### Signal wires on met2

The bar under the picture is 20 um long.
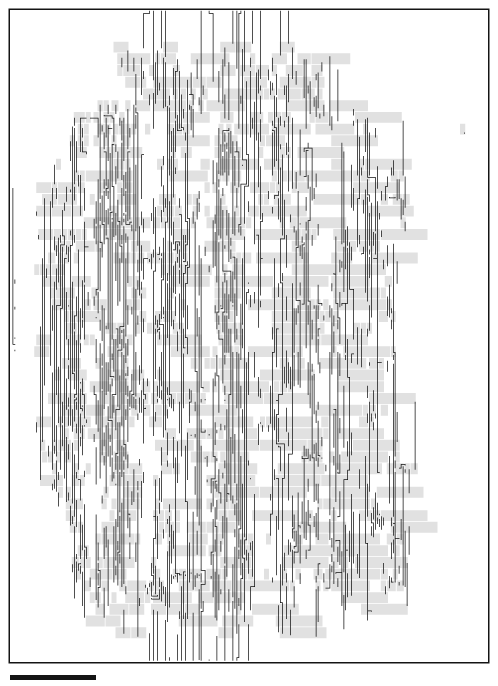
### A small window of the routed layout

The bar under the picture is 10 um long. Window x 36 to 76, y 25 to 65 um. Cells in grey, sequential cells in the stronger grey; small squares are vias.
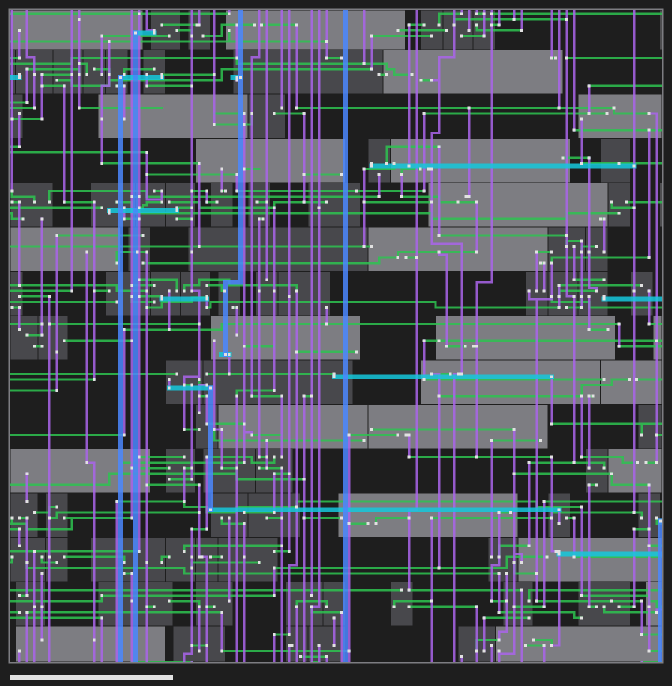
### Signal wires on met1

The bar under the picture is 20 um long. Supply wires on this layer in grey.
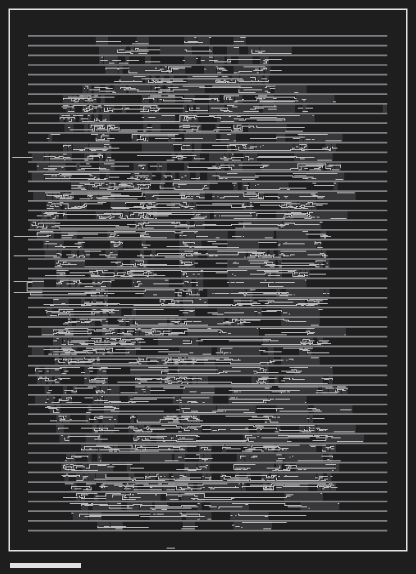
===== src/rtl/pc_ctrl.sv =====
`timescale 1ns/1ps
`default_nettype none
// ============================================================================
// Module   : pc_ctrl
// Brief    : PC sequencer with return-address stack and one-cycle squash
//            bubble after every taken control transfer.
//            Optional macro PC_CTRL_RAS_TRAP_EN: RAS overflow/underflow traps
//            to HALT with sticky ras_err instead of wrapping.
// Revision : 1.0 - initial release
// ============================================================================
module pc_ctrl #(
  parameter int PC_W      = 16,
  parameter int RAS_DEPTH = 4
) (
  input  logic            clk,
  input  logic            rst,
  input  logic            stall,
  input  logic [15:0]     instr,
  input  logic            cond_true,
  output logic [PC_W-1:0] pc,
  output logic            flush,
  output logic            halted,
  output logic            ras_empty,
  output logic            ras_full,
  output logic            ras_err
);

  localparam int PTR_W = (RAS_DEPTH > 1) ? $clog2(RAS_DEPTH) : 1;
  localparam int CNT_W = $clog2(RAS_DEPTH + 1);

  // Opcode encodings shared with opcode.h
  localparam logic [3:0] OP_B    = 4'h8;
  localparam logic [3:0] OP_CALL = 4'h9;
  localparam logic [3:0] OP_RET  = 4'hA;
  localparam logic [3:0] OP_HLT  = 4'hF;

  localparam logic [PTR_W-1:0] PTR_LAST = PTR_W'(RAS_DEPTH - 1);
  localparam logic [PTR_W-1:0] PTR_ONE  = PTR_W'(1);
  localparam logic [CNT_W-1:0] CNT_FULL = CNT_W'(RAS_DEPTH);
  localparam logic [CNT_W-1:0] CNT_ONE  = CNT_W'(1);
  localparam logic [PC_W-1:0]  PC_ONE   = PC_W'(1);

  typedef enum logic [1:0] {
    RUN    = 2'd0,
    BUBBLE = 2'd1,
    HALT   = 2'd2
  } state_t;

  state_t            state_q, state_d;
  logic [PC_W-1:0]   pc_q, pc_d;
  logic              flush_q, flush_d;
  logic              halted_q, halted_d;
  logic [PTR_W-1:0]  ptr_q, ptr_d;
  logic [CNT_W-1:0]  cnt_q, cnt_d;
  logic [PC_W-1:0]   ras_q [RAS_DEPTH];
  logic [PC_W-1:0]   ras_d [RAS_DEPTH];
`ifdef PC_CTRL_RAS_TRAP_EN
  logic              err_q, err_d;
`endif

  logic [PC_W-1:0]   pc_inc, br_tgt, call_tgt;
  logic [PTR_W-1:0]  ptr_inc, ptr_dec;
  logic              empty_w, full_w;

  assign pc_inc   = pc_q + PC_ONE;
  assign br_tgt   = pc_inc + {{(PC_W-8){instr[7]}}, instr[7:0]};
  assign call_tgt = pc_inc + {{(PC_W-12){instr[11]}}, instr[11:0]};
  assign ptr_inc  = (ptr_q == PTR_LAST) ? '0 : ptr_q + PTR_ONE;
  assign ptr_dec  = (ptr_q == '0) ? PTR_LAST : ptr_q - PTR_ONE;
  assign empty_w  = (cnt_q == '0);
  assign full_w   = (cnt_q == CNT_FULL);

  always_comb begin
    state_d  = state_q;
    pc_d     = pc_q;
    flush_d  = flush_q;
    halted_d = halted_q;
    ptr_d    = ptr_q;
    cnt_d    = cnt_q;
    ras_d    = ras_q;
`ifdef PC_CTRL_RAS_TRAP_EN
    err_d    = err_q;
`endif
    if (!stall) begin
      case (state_q)
        RUN: begin
          case (instr[15:12])
            OP_B: begin
              if (cond_true) begin
                pc_d    = br_tgt;
                state_d = BUBBLE;
              end else begin
                pc_d = pc_inc;
              end
            end
            OP_CALL: begin
`ifdef PC_CTRL_RAS_TRAP_EN
              if (full_w) begin
                err_d   = 1'b1;
                state_d = HALT;
              end else begin
                ras_d[ptr_q] = pc_inc;
                ptr_d        = ptr_inc;
                cnt_d        = cnt_q + CNT_ONE;
                pc_d         = call_tgt;
                state_d      = BUBBLE;
              end
`else
              // When full, ptr already addresses the oldest entry
              ras_d[ptr_q] = pc_inc;
              ptr_d        = ptr_inc;
              if (!full_w) cnt_d = cnt_q + CNT_ONE;
              pc_d         = call_tgt;
              state_d      = BUBBLE;
`endif
            end
            OP_RET: begin
              if (empty_w) begin
`ifdef PC_CTRL_RAS_TRAP_EN
                err_d   = 1'b1;
                state_d = HALT;
`else
                pc_d    = '0;
                state_d = BUBBLE;
`endif
              end else begin
                ptr_d   = ptr_dec;
                cnt_d   = cnt_q - CNT_ONE;
                pc_d    = ras_q[ptr_dec];
                state_d = BUBBLE;
              end
            end
            OP_HLT:  state_d = HALT;
            default: pc_d    = pc_inc;
          endcase
        end
        BUBBLE:  state_d = RUN;
        default: state_d = HALT;
      endcase
      flush_d  = (state_d == BUBBLE);
      halted_d = (state_d == HALT);
    end
  end

  always_ff @(posedge clk or posedge rst) begin
    if (rst) begin
      state_q  <= RUN;
      pc_q     <= '0;
      flush_q  <= 1'b0;
      halted_q <= 1'b0;
      ptr_q    <= '0;
      cnt_q    <= '0;
    end else begin
      state_q  <= state_d;
      pc_q     <= pc_d;
      flush_q  <= flush_d;
      halted_q <= halted_d;
      ptr_q    <= ptr_d;
      cnt_q    <= cnt_d;
    end
  end

  // Stack contents are don't-care after reset, so no reset is needed here
  always_ff @(posedge clk) begin
    ras_q <= ras_d;
  end

`ifdef PC_CTRL_RAS_TRAP_EN
  always_ff @(posedge clk or posedge rst) begin
    if (rst) err_q <= 1'b0;
    else     err_q <= err_d;
  end
  assign ras_err = err_q;
`else
  assign ras_err = 1'b0;
`endif

  assign pc        = pc_q;
  assign flush     = flush_q;
  assign halted    = halted_q;
  assign ras_empty = empty_w;
  assign ras_full  = full_w;

endmodule
`default_nettype wire


===== config.mk =====
export PLATFORM = sky130hd
export DESIGN_NAME = pc_ctrl
export DESIGN_NICKNAME = d
export VERILOG_FILES = /design/src/rtl/pc_ctrl.sv
export SDC_FILE = /design/constraint.sdc
export NUM_CORES = 1
export LEC_CHECK = 0
export ABC_AREA = 1
export CAP_MARGIN = 0
export CORE_ASPECT_RATIO = 1.4
export CORE_MARGIN = 5
export CORE_UTILIZATION = 40
export DETAILED_ROUTE_END_ITERATION = 16
export SKIP_CTS_REPAIR_TIMING = 1
export SYNTH_ARGS = -nofsm -noshare
export SYNTH_HDL_FRONTEND = slang
export SYNTH_SLANG_ARGS = --single-unit

===== constraint.sdc =====
create_clock -name clk -period 7.4 [get_ports clk]
set_input_delay 1.48 -clock clk [delete_from_list [all_inputs] [get_ports clk]]
set_output_delay 1.48 -clock clk [all_outputs]
set_load 0.005 [all_outputs]

==> deck_impl_summary.md <==
Synthesis and Place & Route Summary

Run status
  • Status: complete, no violations

Finish
  • Clock Buffer Count: 9
  • Fill cells: 1,341
  • NonClk Buf Share: under 10%
  • Top cell category: logic gates
  • Combinational share of cell area: 41.6%
  • Layout clock area frac: 4.58%
  • Sequential Area: about 2500 sq um
  • Fin nets: ~780
  • Most frequent cells in the layout: nand2_1, inv_1, nor2_1
  • Comb gate area: 2750 sq um
  • Flip-flops: 89
  • Diodes inserted: 0
  • Layout cells sized above 1: 9.08%
  • Inverters: 93
  • Final core area utilization: 47.3%
  • Final std cells w/o fill: 912
  • Syn-to-layout area delta: 15.8%
  • Combinational gates: about 480
  • Most numerous logic cell after layout: nand2_1
  • Flop share of the area: 38.5%
  • Design Area, Final: 6620 sq um

Clock tree
  • Htree depth: 3
  • Max clock buf depth: 2
  • Reg clk slew, reported paths: 0.06 ns
  • Clk latency late pin: 0.34 ns
  • CTS tree: done
  • CTS sink cnt: 89
  • TritonCTS Buffers: 9
  • Clock root buffer: clkbuf_16

Placed design
  • Gp weighted congestion: around 0.94
  • # port buffers: 39
  • Placed cell areas: 6310 sq um
  • Pre-CTS setup slack: between 3 and 4 ns
  • Placed insts: 896
  • Post-DP HPWL: 12,000 um

Detailed routing
  • WL per Instance: 17.0 um
  • TritonRoute pass-1 iters: 5
  • Uppermost layer routed: met4
  • WL met3: 396 um
  • DR WL met2: 8050 um
  • Drt first-iter violations: a little over 300
  • Vias per Instance: 5.12
  • Metal-1 WL: 6370 um
  • Residual DRC: 0
  • ANT nets after route: 0

Timing
  • TNS Setup: 0 ns
  • Max_slew headroom: 31.2%
  • Final worst path period share: 47.8%
  • Max-slew violation count: 0
  • Worst Clk Skew: 0.00803 ns
  • Crit path time final: ~3.5 ns
  • RSZ-0062 raised after global routing: no
  • Final setup viols: 0
  • Final hold vios: 0
  • Setup ws final: 3.87 ns
  • Fmax: 283 MHz

Critical path
  • CP endpoint kind: flip-flop
  • Setup slack, reg-to-reg: roughly 3.9 ns
  • Reg2reg end: pc[13]
  • Crit-path max FO: 12
  • Slowest cell on crit path: clkdlybuf4s50_1
  • Worst setup startpoint: instr[7]
  • CP Cell Sequence: clkdlybuf4s50_1 > ha_1 > a21oi_1 > o21ai_0 > nand2_1 > nand3_1 > nor2_1 > nor2_1 > nand2_1 > nand3_1 > o21ai_1 > inv_1
  • Worst path required time: 7.63 ns
  • Critical path endpoint: pc[12]
  • Reg2reg path depth: 17
  • CP Class: in -> reg
  • Worst stage delay on the critical path: 0.66 ns
  • FF-to-FF Start: pc[0]
  • Startpoint types: input pin

Power and ir drop
  • Top pwr grp: combinational logic
  • Internal Pwr Total: between 1000 and 1500 uW
  • Psw: ~1100 uW
  • Switching Share: 45.0%
  • Share of total power in combinational logic: 52.8%
  • Clock share of power: between 15 and 20%
  • Design Power: around 2500 uW
  • PD cells: between 300 and 400 nW/um^2
  • P_leak: 0.00282 uW
  • Logic power comb: 1350 uW
  • P_clk: 465 uW
  • Peak VDD IR: 0.147 mV

Global routing
  • Total grt overflow: 0
  • GRT busiest layer: met2
  • First-pass GRT wire length: 24,700 um
  • Total GRT Usage: 18.8%
  • Initial antenna violation count: 0
  • Number of global-route vias before repair: 4,744
  • Largest net degree at the start of global routing: 34
  • Grt met3 use: 2.04%

Hold path
  • Hold path cells: 1
  • Hold path startpoint: cnt_q[2]
  • Hold Path Sink: cnt_q[2]
  • Worst hold path class: reg -> reg

Floorplan
  • Core area: 14,000 sq um
  • Die Width: 111 um
  • Num ports: a little over 40
  • Die height: 151 um
  • Chip footprint: ~17,000 sq um
  • Fp util: 40.9%
  • N_taps: roughly 190

Synthesis
  • Post-synth EDFFs: 64
  • Top post-synthesis cells by count: nand2_1, inv_1, nor2_1, edfxtp_1, o21ai_0
  • Largest cells by area after synthesis: edfxtp_1, dfrtp_1, nand2_1, ha_1, inv_1
  • Distinct lib cells used: 48
  • Flops out of synthesis: 89
  • Largest type area fraction: 33.6%
  • Synth Warn #: 0
  • Syn_nets: roughly 730
  • Main flop type after synthesis: edfxtp_1
  • FFs w/ async S/R, synth: between 20% and 30%
  • Largest area contributor in the netlist: edfxtp_1
  • Mean Syn Cell Area: roughly 8.4 sq um
  • Chip Area, Yosys: between 5000 and 6000 sq um
  • Mapped Area: 5710 sq um
  • Post-synthesis sequential area ratio: 44.6%

Flow run
  • Tool Warnings: 34
-- 'Signal wires on met2' (at the start) --
share of all routed wire = 52%
wire length on this layer = 8,050 um
main direction = vertical
Post-Route WL: 15,500 um
grt met2 use: 34.4%
detailed-route via count: 4,673

-- 'A small window of the routed layout' (at the start) --
met3 -> cyan
met1 -> green
met2 -> purple
met4 -> blue
cells with their middle in the window = 90
netlist names of flops here include = `ras_q` (11), `pc` (8)
sequential cells in the window = 19
most frequent = nand2_1 (11), edfxtp_1 (11)

-- 'Signal wires on met1' (at the start) --
main direction = horizontal
share of all routed wire = 41%
longest straight run = 34.0 um
wire length on this layer = 6,370 um
nets with wire on the layer = 738
grt met1 use: 21.6%

cells by family (layout without fill, tap and decap cells):
kind of cell             Yosys count  in the layout  share of synthesized area (%)
AND/OR/NAND/NOR                  306            306                           24.5
AND-OR/OR-AND                    116            116                           11.7
buffers and inverters            106            154                           7.29
flip-flops                        89             89                           44.6
adder cells (fa/ha/maj)           34             34                           7.71
XOR/XNOR                          27             27                           4.14
other                              1              1                         0.0656
critical path, delay by kind of cell:
| family | cells | cell delay, ns |
|---|---|---|
| buffers and inverters | 2 | 0.70 |
| AND-OR/OR-AND | 3 | 0.62 |
| adder cells (fa/ha/maj) | 1 | 0.48 |
| AND/OR/NAND/NOR | 6 | 0.48 |
flip-flops by register name, indices dropped and copies added (netlist names):
signal	cells
ptr_q	2
ras_q	64
cnt_q	3
pc	16
halted	1
flush	1
state_q	2
No activity file was given, so power comes from the tool's default toggle rates.
